$ cat config.mk
export PLATFORM = sky130hd
export DESIGN_NAME = b_resp_router
export DESIGN_NICKNAME = d
export VERILOG_FILES = /design/src/rtl/b_resp_router_pkg.sv /design/src/rtl/b_out_slot.sv /design/src/rtl/b_resp_router.sv
export SDC_FILE = /design/constraint.sdc
export NUM_CORES = 1
export LEC_CHECK = 0
export CAP_MARGIN = 20
export CORE_MARGIN = 1
export CORE_UTILIZATION = 30
export CTS_BUF_LIST = sky130_fd_sc_hd__clkbuf_4
export CTS_CLUSTER_DIAMETER = 30
export DETAILED_ROUTE_END_ITERATION = 6
export PLACE_DENSITY_LB_ADDON = 0.3
export SLEW_MARGIN = 20
export SYNTH_ARGS = -nofsm -noshare
export SYNTH_HDL_FRONTEND = slang
export SYNTH_SLANG_ARGS = --single-unit
$ cat constraint.sdc
create_clock -name ACLK -period 1.3 [get_ports ACLK]
set_input_delay 0.195 -clock ACLK [delete_from_list [all_inputs] [get_ports ACLK]]
set_output_delay 0.195 -clock ACLK [all_outputs]
set_load 0.03 [all_outputs]
$ cat src/rtl/b_resp_router_pkg.sv
// Shared constants for the B-channel response router.
// FIFO word layout, master select values, BRESP codes, slot state.
package b_resp_router_pkg;

  localparam int S_B_DATASIZE = 10;

  localparam int SEL_M0 = 0;
  localparam int SEL_M1 = 1;

  localparam logic [1:0] RESP_OKAY   = 2'b00;
  localparam logic [1:0] RESP_SLVERR = 2'b10;
  localparam logic [1:0] RESP_DECERR = 2'b11;

  typedef enum logic {
    SLOT_EMPTY = 1'b0,
    SLOT_FULL  = 1'b1
  } slot_state_e;

endpackage

$ cat src/rtl/b_out_slot.sv
// One-entry registered B-channel output slot for a single master.
// in: load, ld_id, ld_resp, BREADY; out: BVALID, BID, BRESP, can_accept.
module b_out_slot
  import b_resp_router_pkg::*;
#(
  parameter int ID_W = 4
) (
  input  logic            ACLK,
  input  logic            ARESETn,
  input  logic            load,
  input  logic [ID_W-1:0] ld_id,
  input  logic [1:0]      ld_resp,
  input  logic            BREADY,
  output logic            BVALID,
  output logic [ID_W-1:0] BID,
  output logic [1:0]      BRESP,
  output logic            can_accept
);

  slot_state_e state, state_nxt;

  always_ff @(posedge ACLK or negedge ARESETn) begin
    if (!ARESETn) state <= SLOT_EMPTY;
    else          state <= state_nxt;
  end

  always_comb begin
    state_nxt = state;
    unique case (state)
      SLOT_EMPTY: if (load) state_nxt = SLOT_FULL;
      SLOT_FULL:  if (BREADY && !load) state_nxt = SLOT_EMPTY;
      default:    state_nxt = SLOT_EMPTY;
    endcase
  end

  always_ff @(posedge ACLK or negedge ARESETn) begin
    if (!ARESETn) begin
      BID   <= '0;
      BRESP <= '0;
    end else if (load) begin
      BID   <= ld_id;
      BRESP <= ld_resp;
    end
  end

  // BVALID is purely registered; only can_accept sees BREADY.
  assign BVALID     = (state == SLOT_FULL);
  assign can_accept = (state == SLOT_EMPTY) || BREADY;

endmodule

$ cat src/rtl/b_resp_router.sv
// Pops B responses from the async FIFO and routes them to M0/M1 slots.
// in: fifo_rdata/rempty, BREADY_Mx; out: fifo_rpop, B*_Mx, err_unroutable.
module b_resp_router
  import b_resp_router_pkg::*;
#(
  parameter int SEL_W = 4,
  parameter int ID_W  = 4
) (
  input  logic                    ACLK,
  input  logic                    ARESETn,
  input  logic [S_B_DATASIZE-1:0] fifo_rdata,
  input  logic                    fifo_rempty,
  output logic                    fifo_rpop,
  output logic [ID_W-1:0]         BID_M0,
  output logic [1:0]              BRESP_M0,
  output logic                    BVALID_M0,
  input  logic                    BREADY_M0,
  output logic [ID_W-1:0]         BID_M1,
  output logic [1:0]              BRESP_M1,
  output logic                    BVALID_M1,
  input  logic                    BREADY_M1,
  output logic                    err_unroutable
);

  logic [SEL_W-1:0] sel;
  logic [ID_W-1:0]  id;
  logic [1:0]       resp;
  logic             hit0, hit1;
  logic             acc0, acc1;
  logic             tgt_ok, unr;
  logic             ld0, ld1;

  assign sel  = fifo_rdata[S_B_DATASIZE-1 -: SEL_W];
  assign id   = fifo_rdata[2 +: ID_W];
  assign resp = fifo_rdata[1:0];
  assign hit0 = (sel == SEL_W'(SEL_M0));
  assign hit1 = (sel == SEL_W'(SEL_M1));

  // Strict in-order: only the head's own target gates the pop.
  always_comb begin
    tgt_ok = 1'b1;
    unr    = 1'b0;
    unique case (1'b1)
      hit0:    tgt_ok = acc0;
      hit1:    tgt_ok = acc1;
      default: unr    = 1'b1;
    endcase
  end

  // Gated by ARESETn: both slots read EMPTY during reset.
  assign fifo_rpop = ARESETn && !fifo_rempty && tgt_ok;
  assign ld0       = fifo_rpop && hit0;
  assign ld1       = fifo_rpop && hit1;

  always_ff @(posedge ACLK or negedge ARESETn) begin
    if (!ARESETn)             err_unroutable <= 1'b0;
    else if (fifo_rpop && unr) err_unroutable <= 1'b1;
  end

  b_out_slot #(.ID_W(ID_W)) u_slot_m0 (
    .ACLK       (ACLK),
    .ARESETn    (ARESETn),
    .load       (ld0),
    .ld_id      (id),
    .ld_resp    (resp),
    .BREADY     (BREADY_M0),
    .BVALID     (BVALID_M0),
    .BID        (BID_M0),
    .BRESP      (BRESP_M0),
    .can_accept (acc0)
  );

  b_out_slot #(.ID_W(ID_W)) u_slot_m1 (
    .ACLK       (ACLK),
    .ARESETn    (ARESETn),
    .load       (ld1),
    .ld_id      (id),
    .ld_resp    (resp),
    .BREADY     (BREADY_M1),
    .BVALID     (BVALID_M1),
    .BID        (BID_M1),
    .BRESP      (BRESP_M1),
    .can_accept (acc1)
  );

endmodule

==> run_1/m1.png <==
Scale bar: 10 um.
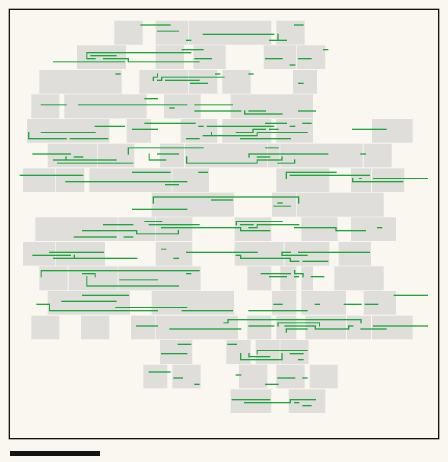
wire length on this layer = 623 um
longest straight run = 17.5 um

==> run_1/m2.png <==
Scale bar: 10 um.
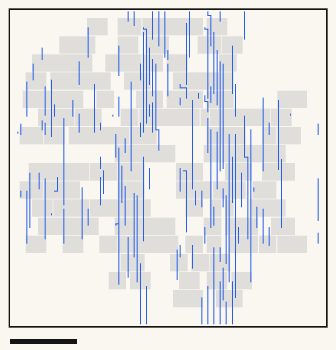
share of all routed wire = 50%
wire length on this layer = 721 um
main direction = vertical
longest straight run = 24.5 um

==> CHANGELOG.md, run 1 <==
### Metrics

* Outcome: finished, violations left
* Failing checks: hold timing, setup timing
* Largest registers: u_slot_m0.BID x4, u_slot_m1.BID x4
* Mux contribution to synthesized area at 0.235
* Dpl ws at -463 ps
* Final hold vios at 15
* Max-slew violations at 0
* Reg power frac at 0.440
* Reg2Reg Setup Slack at -70 ps
* Distinct cell type count after synthesis at 13
* Fa+ha+maj area frac at 0
* First-pass GRT wire length at 2090 um
* Max layer used: met4
* Clk buf depth at 2
* Number of vias per cell at 4.41
* Crit path cell chain: nand2b_4 > buf_6 > mux2i_2 > a21oi_2 > buf_6
* Seq share, synth at 0.607
* Max frequency at roughly 700 MHz
* Sw Share at 0.327
* Late-Pin Clk Latency at around 290 ps
* Max VDD drop at slightly below 0.9 mV
* NetSw at between 0.0004 and 0.0005 W
* MI comb area at 283 sq um
* Post-layout util at 0.575
* R2R cell count at 5
* Routed len/inst at between 10 and 15 um
* Crit Path Max Fanout at 2
* Period utilization at 1.10
* Dominant power group: registers
* Tool Warnings at 29
* Worst setup path startpoint: u_slot_m1.BVALID$_DFF_PN0_
* Tapcell Cnt at 27
* Routed Antenna Nets at 0
* Slew HR at 0.792
* # diodes at 0
* CTS tree: done
* Starting Density at 0.318
* Antenna violations before repair at 0
* CP required at approximately 1100 ps
* CP most frequent cell: buf_6
* Clk cell area share at 0.0269
* Clk root buf: clkbuf_4
* H-tree depth at 1
* R2R Path Start: u_slot_m1.BVALID$_DFF_PN0_
* Setup ws final at -134 ps
* Tot Pwr at 0.00131 W
* Critical path type: reg2out
* Clock group power at 0.000294 W
* Num Clock Sinks at 15
* Logic share of the area at 0.253
* Logic Gate Count at 25
* Grt ovf at 0
* Final min period at 1430 ps
* Post-layout nets at 101
* Yosys top cell area share at 0.607
* DRT iter0 DRCs at 1
* Final Skew at 1.11 ps
* Area growth syn-to-layout at 80.6%
* Core Box Area at 1940 sq um
* Combinational Power at 0.000441 W
* Die Area at 2250 sq um
* Flop area at 377 sq um
* Post-DP HPWL at 1010 um
* WL met3 at approximately 70 um
* Ys cells at 41
* Vias in the first global route at between 400 and 500
* Final instance area at roughly 1100 sq um
* Synth Area per Inst at 15.1 sq um
* CP max-delay cell: dfrtp_2
* Final Setup Violations at 7
* Hold Slack at -3.39 ps
* Row count at 16
* Die H at 47.4 um
* Most instantiated logic cells after routing: 16 x dlygate4sd2_1, 14 x dfrtp_1, 8 x clkdlybuf4s50_1
* Final-layout non-clock buffer area share at 0.352
* Clk pin slew, worst setup/hold paths at 90 ps
* Yosys xor share at 0
* Worst Path Buf+Inv at 2
* RSZ-0062 raised after global routing: true
* Flop share of the area at 0.337
* IO Pins at 31
==> run_1/m3.png <==
Scale bar: 10 um.
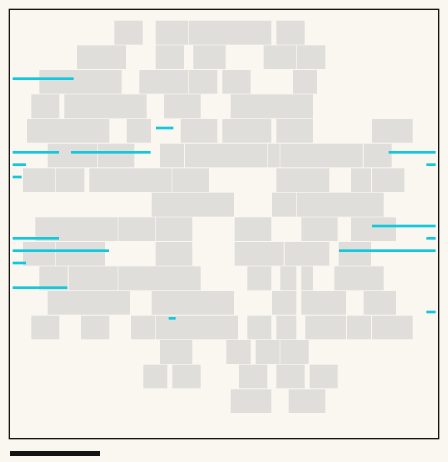
longest straight run = 10.4 um
wire length on this layer = 69.9 um
share of all routed wire = 4.8%
routed wire length: 1440 um
grt met3 use: 0.0385
Via Count: 494

-- run 1: kinds of logic (layout without fill, tap and decap cells) --
logic type / Yosys count / in the layout
mux: 13 / 13
simple gates: 10 / 10
buf+inv: 1 / 45
compound gates: 2 / 2
flops: 15 / 15
-- run 1: Yosys cell counts (all sizes together) --
cell type	n
a21oi	1
and4	1
buf	1
dfrtp	15
mux2	12
mux2i	1
nand2	2
nand2b	3
nand3	1
nand4b	1
nor2b	1
nor3	1
o21bai	1
-- run 1: layer usage --
metal / vias up / GRT usage
met1: 243 / 0.180
li1: 231 / -
met5: - / 0
met2: 16 / 0.222
met4: 0 / 0.0686
met3: 4 / 0.0385
-- run 1: timing repair --
item / 4_1_cts / 5_1_grt
buffers inserted: 1 / 1
endpoints found under the setup margin: 28 / 14
gates resized: 25 / 14
pin swaps: 3 / 0
## Run 2: what changed since run 1
- CTS_CLUSTER_DIAMETER: 30 -> 150
==> run_2/m2.png <==
Scale bar: 10 um.
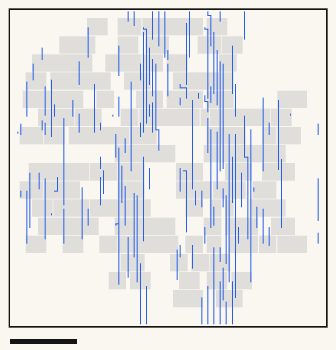
share of all routed wire = 50%
longest straight run = 24.5 um
nets with wire on the layer = 95
main direction = vertical
wire length on this layer = 721 um
GR Layer Usage met2: 0.222

==> run 2 against run 1 <==
Against the previous run: the run still ends with hold timing, setup timing left; critical endpoint unchanged; sequential power hardly changed; fmax unchanged; combinational power is essentially flat; first-iteration DRC count unchanged; power stayed put; worst hold slack unchanged; wire length did not move; clock skew did not move; highest routed layer unchanged; critical path type unchanged.
==> CHANGELOG.md, run 2 <==
### Metrics

* First-pass GRT wire length at 2090 um
* CP max-delay cell: dfrtp_2
* Most common cell in the netlist: dfrtp_1
* IO Pins at 31
* Reg2Reg Setup Slack at -70 ps
* Antenna violations before repair at 0
* Routed len/inst at approximately 13 um
* Yosys top cell area share at 0.607
* Post-layout util at 0.575
* Ys cells at between 40 and 50
* Clk root buf: clkbuf_4
* Top_reg_cell synth: dfrtp_1
* Final hold vios at 15
* Grt peak-use layer: met2
* Tool Warnings at 29
* Routed wire length at 1440 um
* Vias in the first global route at 471
* Setup ws final at -134 ps
* Clk buf depth at 2
* Hold Slack at -3.39 ps
* Worst Path Buf+Inv at 2
* Met1 usage at 0.180
* Number of vias per cell at roughly 4.4
* # diodes at 0
* Final instance area at 1120 sq um
* Distinct cell type count after synthesis at 13
* Via Count at 494
* RSZ-0062 raised after global routing: true
* Post-DP HPWL at 1010 um
* Num Clock Sinks at 15
* Failing checks: hold timing, setup timing
* Final Setup Violations at 7
* Die Area at about 2200 sq um
* Worst setup path startpoint: u_slot_m1.BVALID$_DFF_PN0_
* Core Box Area at between 1500 and 2000 sq um
* Commonest cells post-synth: 15 x dfrtp_1, 12 x mux2_2, 3 x nand2b_1, 2 x nand2_1
* Fa+ha+maj area frac at 0
* Yosys xor share at 0
* Dpl ws at -463 ps
* CP most frequent cell: buf_6
* Flip-flops with a built-in enable at 0
* Outcome: finished, violations left
* Post-layout nets at 101
run 2: layout make-up:
class	instances	area, sq um
repair buffers	41	393
clock buffers	4	30.0
fillers	180	826
well taps	27	33.8
flip-flops and latches	15	377
multi-input cells	25	283
run 2: routing by layer:
layer,routed length (um),vias to the layer above,share of wire
li1,-,231,-
met1,623,243,0.43
met2,720,16,0.50
met3,69,4,0.048
met4,29,0,0.020
met5,0,-,0
run 2: power breakdown:
part           leakage, nW  switching [W]  internal (W)
registers            0.188      0.0000369      0.000540
logic                0.376       0.000238      0.000202
clock network       0.0184       0.000153      0.000140
run 2: logic make-up (layout without fill, tap and decap cells):
| logic type | after synthesis | in the layout |
|---|---|---|
| flops | 15 | 15 |
| compound gates | 2 | 2 |
| buf+inv | 1 | 45 |
| simple gates | 10 | 10 |
| mux | 13 | 13 |
Power is estimated from default activity; no workload was simulated.
